--- src/rtl/writeback_arbiter.sv ---
// Write-side front end of the register file: merges ALU and buffered memory results
// into a single registered write port and reports pending destinations to the hazard unit.
module writeback_arbiter #(
    parameter int DATA_WIDTH = 32,
    parameter int ADDR_WIDTH = 5,
    parameter int DEPTH      = 2
) (
    input  logic                         clk,
    input  logic                         reset,
    input  logic                         aluValid,
    output logic                         aluReady,
    input  logic [ADDR_WIDTH-1:0]        aluAddress,
    input  logic [DATA_WIDTH-1:0]        aluData,
    input  logic                         memValid,
    output logic                         memReady,
    input  logic [ADDR_WIDTH-1:0]        memAddress,
    input  logic [DATA_WIDTH-1:0]        memData,
    output logic                         writeRegister,
    output logic [ADDR_WIDTH-1:0]        writeAddress,
    output logic [DATA_WIDTH-1:0]        writeData,
    input  logic [ADDR_WIDTH-1:0]        queryAddress,
    output logic                         queryPending,
    output logic [$clog2(DEPTH):0]       bufferCount
);

    localparam int PW = $clog2(DEPTH);
    localparam int CW = PW + 1;

    typedef struct packed {
        logic [ADDR_WIDTH-1:0] addr;
        logic [DATA_WIDTH-1:0] data;
    } entry_t;

    entry_t            entries [DEPTH];
    logic [DEPTH-1:0]  valid;
    logic [PW-1:0]     rd_ptr;
    logic [PW-1:0]     wr_ptr;
    logic [CW-1:0]     count;

    logic              full;
    logic              mem_xfer;
    logic              alu_xfer;
    logic              push;
    logic              enq;
    logic              pop;
    logic              bypass;
    logic              wr_en_next;
    logic [ADDR_WIDTH-1:0] wr_addr_next;
    logic [DATA_WIDTH-1:0] wr_data_next;

    assign full        = (count == CW'(DEPTH));
    assign memReady    = (count < CW'(DEPTH));
    assign aluReady    = !full;
    assign bufferCount = count;

    assign mem_xfer = memValid && memReady;
    assign alu_xfer = aluValid && aluReady;
    // x0 results complete their handshake but never occupy the buffer.
    assign push     = mem_xfer && (memAddress != '0);

    // NOTE: every signal driven here gets a default first so no latch is inferred.
    always_comb begin
        pop          = 1'b0;
        bypass       = 1'b0;
        wr_en_next   = 1'b0;
        wr_addr_next = '0;
        wr_data_next = '0;
        if (full) begin
            pop          = 1'b1;
            wr_en_next   = 1'b1;
            wr_addr_next = entries[rd_ptr].addr;
            wr_data_next = entries[rd_ptr].data;
        end else if (alu_xfer) begin
            if (aluAddress != '0) begin
                wr_en_next   = 1'b1;
                wr_addr_next = aluAddress;
                wr_data_next = aluData;
            end
        end else if (count != '0) begin
            pop          = 1'b1;
            wr_en_next   = 1'b1;
            wr_addr_next = entries[rd_ptr].addr;
            wr_data_next = entries[rd_ptr].data;
        end else if (push) begin
            // Empty buffer and idle ALU: forward straight through, moving both pointers.
            bypass       = 1'b1;
            wr_en_next   = 1'b1;
            wr_addr_next = memAddress;
            wr_data_next = memData;
        end
    end

    assign enq = push && !bypass;

    // NOTE: the payload array has no reset; the valid bits and count decide what is live.
    always_ff @(posedge clk) begin
        if (enq) begin
            entries[wr_ptr] <= '{addr: memAddress, data: memData};
        end
    end

    // NOTE: sequential state is updated with non-blocking assignments only.
    always_ff @(posedge clk or negedge reset) begin
        if (!reset) begin
            valid         <= '0;
            rd_ptr        <= '0;
            wr_ptr        <= '0;
            count         <= '0;
            writeRegister <= 1'b0;
            writeAddress  <= '0;
            writeData     <= '0;
        end else begin
            if (push) begin
                wr_ptr <= wr_ptr + PW'(1);
            end
            if (pop || bypass) begin
                rd_ptr <= rd_ptr + PW'(1);
            end
            if (pop) begin
                valid[rd_ptr] <= 1'b0;
            end
            if (enq) begin
                valid[wr_ptr] <= 1'b1;
            end
            count         <= count + CW'(enq) - CW'(pop);
            writeRegister <= wr_en_next;
            writeAddress  <= wr_addr_next;
            writeData     <= wr_data_next;
        end
    end

    always_comb begin
        queryPending = writeRegister && (writeAddress == queryAddress);
        for (int i = 0; i < DEPTH; i++) begin
            if (valid[i] && (entries[i].addr == queryAddress)) begin
                queryPending = 1'b1;
            end
        end
        if (queryAddress == '0) begin
            queryPending = 1'b0;
        end
    end

endmodule

--- config.mk ---
export PLATFORM = sky130hd
export DESIGN_NAME = writeback_arbiter
export DESIGN_NICKNAME = d
export VERILOG_FILES = /design/src/rtl/writeback_arbiter.sv
export SDC_FILE = /design/constraint.sdc
export NUM_CORES = 1
export LEC_CHECK = 0
export CORE_ASPECT_RATIO = 1.4
export CORE_MARGIN = 4
export CORE_UTILIZATION = 45
export DETAILED_ROUTE_END_ITERATION = 7
export PLACE_DENSITY = 0.84
export SYNTH_ARGS = -nofsm -noshare
export SYNTH_HDL_FRONTEND = slang
export SYNTH_SLANG_ARGS = --single-unit
--- constraint.sdc ---
create_clock -name clk -period 7 [get_ports clk]
set_input_delay 1.4 -clock clk [delete_from_list [all_inputs] [get_ports clk]]
set_output_delay 1.4 -clock clk [all_outputs]
set_load 0.1 [all_outputs]
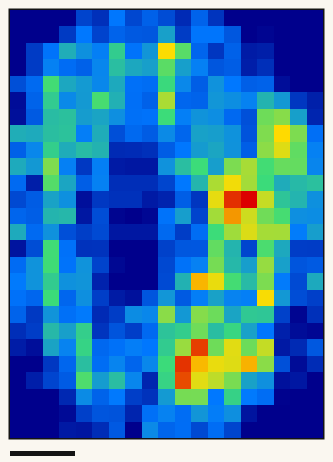
(wire density map)
Scale bar: 20 um. The die is cut into 19 by 26 equal tiles; dark blue is low, red is high, scaled to the fullest tile. Values are wire area over tile area, all layers added.
nearly empty tiles: 14%
mean over tiles: 0.15
densest ninth of the die: middle right
fullest tile: 0.57
Routed Wire Length: 12,200 um
via count: 3,587
DR WL/cell: 19.3 um

==> impl_metrics.csv <==
group,metric,value,unit
status,status,"completed",
pwr,max-vdd-ir-drop,305,uV
clock_tree,htree_levels,4,
synth,synth_top_area_share,44.7,%
synth,synth_area_per_cell,14.1,um^2
synth,syn_inst,354,
cells_and_area,final_nets,562,
clock_tree,clk_path_buf_depth,2,
cells_and_area,lay_top_cells,"clkdlybuf4s50_1 (124), edfxtp_1 (74), dfrtp_1 (43)",
routing,firstDrtPassIters,6,
placed_design,dp_hpwl,7870,um
setup_path,cp.arrival,3.83,ns
synth,syn_area,4980,um^2
sta,finClkSkew,0.00846,ns
global_routing,grt_usage,19.4,%
clock_tree,cts_tree,"yes",
setup_path,path_delay_family,"buffers and inverters",
synth,syn_nets,439,
synth,ys_cells,354,
setup_path,cp_num_cells,6,
routing,via_per_inst,5.68,
sta,maxSlewViolCount,0,
sta,relSlewSlack,21.2,%
pwr,p_int,2050,uW
sta,hold_viol_final,0,
synth,yosysUniqueCellTypes,44,
global_routing,grt_pass1_wl,19500,um
pwr,power_frac_comb,47.0,%
setup_path,crit_path_end_kind,"output pin",
cells_and_area,area_growth,39.7,%
routing,drc,0,
pwr,p_sw_share,46.2,%
pwr,power_density,548,nW/um^2
sta,tightestPinTransition,1.18,ns
setup_path,crit_buf_inv,2,
clock_tree,hold_buffers,0,
sta,min_period_over_period,74.7,%
placed_design,gp_congestion,0.896,
routing,postRouteAntennaNets,0,
hold_path,min_path_cells,1,
setup_path,worst_path_max_delay_cell,"clkdlybuf4s50_1",
setup_path,crit_type,"in2out",
hold_path,worst_hold_path.endpoint,"valid[1]$_DFF_PN0_",
cells_and_area,lay_top_count,"clkdlybuf4s50_1",
placed_design,port_buffers,125,
clock_tree,clk_pin_slew,0.05,ns
setup_path,reg2reg_depth,3,
pwr,switchingPower,1760,uW
sta,setup_tns,0,ns
die,die_x,96.9,um
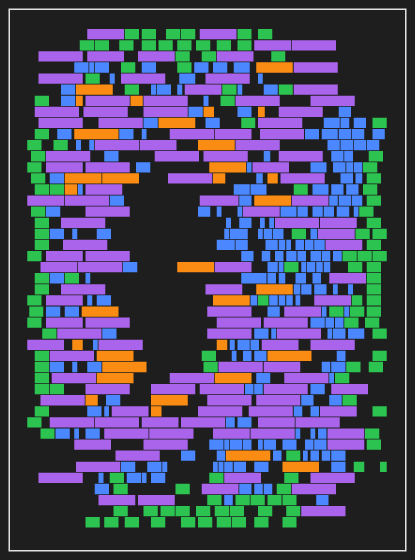
(cells coloured by class)
[blue] combinational and other logic | cells: 212
[green] remaining buffers and delay cells | cells: 128
[orange] clock drivers and dummy loads | cells: 32
[purple] sequential cells | cells: 118
# rows: 45
Finished Core Util: 64.3%
Core Region: 10,800 um^2
final instance area: 6950 um^2

==> state kept, by name, indices dropped and copies added, names as in the netlist <==
name	cells
bufferCount	2
wr_ptr	1
rd_ptr	1
writeAddress	5
writeData	32
entries	74
valid	2
writeRegister	1
==> metrics by stage <==
stage | total power, uW | std cells | hold WS (ns) | setup WS (ns)
6_report | 3810 | 631 | 0.510 | 1.77
5_1_grt | 3960 | 631 | 0.520 | 1.63
4_1_cts | 3830 | 631 | 0.508 | 1.78
3_5_place_dp | 2910 | 599 | 0.496 | 1.78
3_3_place_gp | 2880 | 599 | 0.495 | 1.85
2_1_floorplan | 2450 | 354 | 0.448 | 2.16
==> area by class of cell <==
cell class                      instances  area, um^2  area share, %
Sequential cell                       118        3320           47.8
Clock inverter                         15         203           2.92
Tap cell                              141         176           2.54
Timing Repair Buffer                  128        1270           18.2
Inverter                                7        26.3          0.378
Multi-Input combinational cell        205        1530           22.0
Clock buffer                           17         425           6.12
==> per-layer routing <==
metal  vias up  share of wire (%)  global-route usage, %
met2       172                 55                   35.1
met4         0                2.4                   8.12
met5         -                  0                      0
met1      1758                 37                   21.1
met3        27                5.5                   5.80
li1       1630                  -                      -
==> logic make-up after synthesis <==
kind of cell / share of synthesized area (%)
buffers and inverters: 2.87
AND/OR/NAND/NOR: 6.54
adder cells (fa/ha/maj): 0.503
multiplexers: 7.54
AND-OR/OR-AND: 12.4
XOR/XNOR: 3.34
flip-flops: 66.8
==> power by group through the flow <==
stage | registers [uW] | logic (uW) | clock network, uW
floorplan | 1880 | 577 | 0
global placement | 1120 | 1760 | 0
detailed placement | 1120 | 1790 | 0
CTS | 1110 | 1800 | 919
global route | 1140 | 1870 | 957
finish | 1110 | 1790 | 908
No activity file was given, so power comes from the tool's default toggle rates.
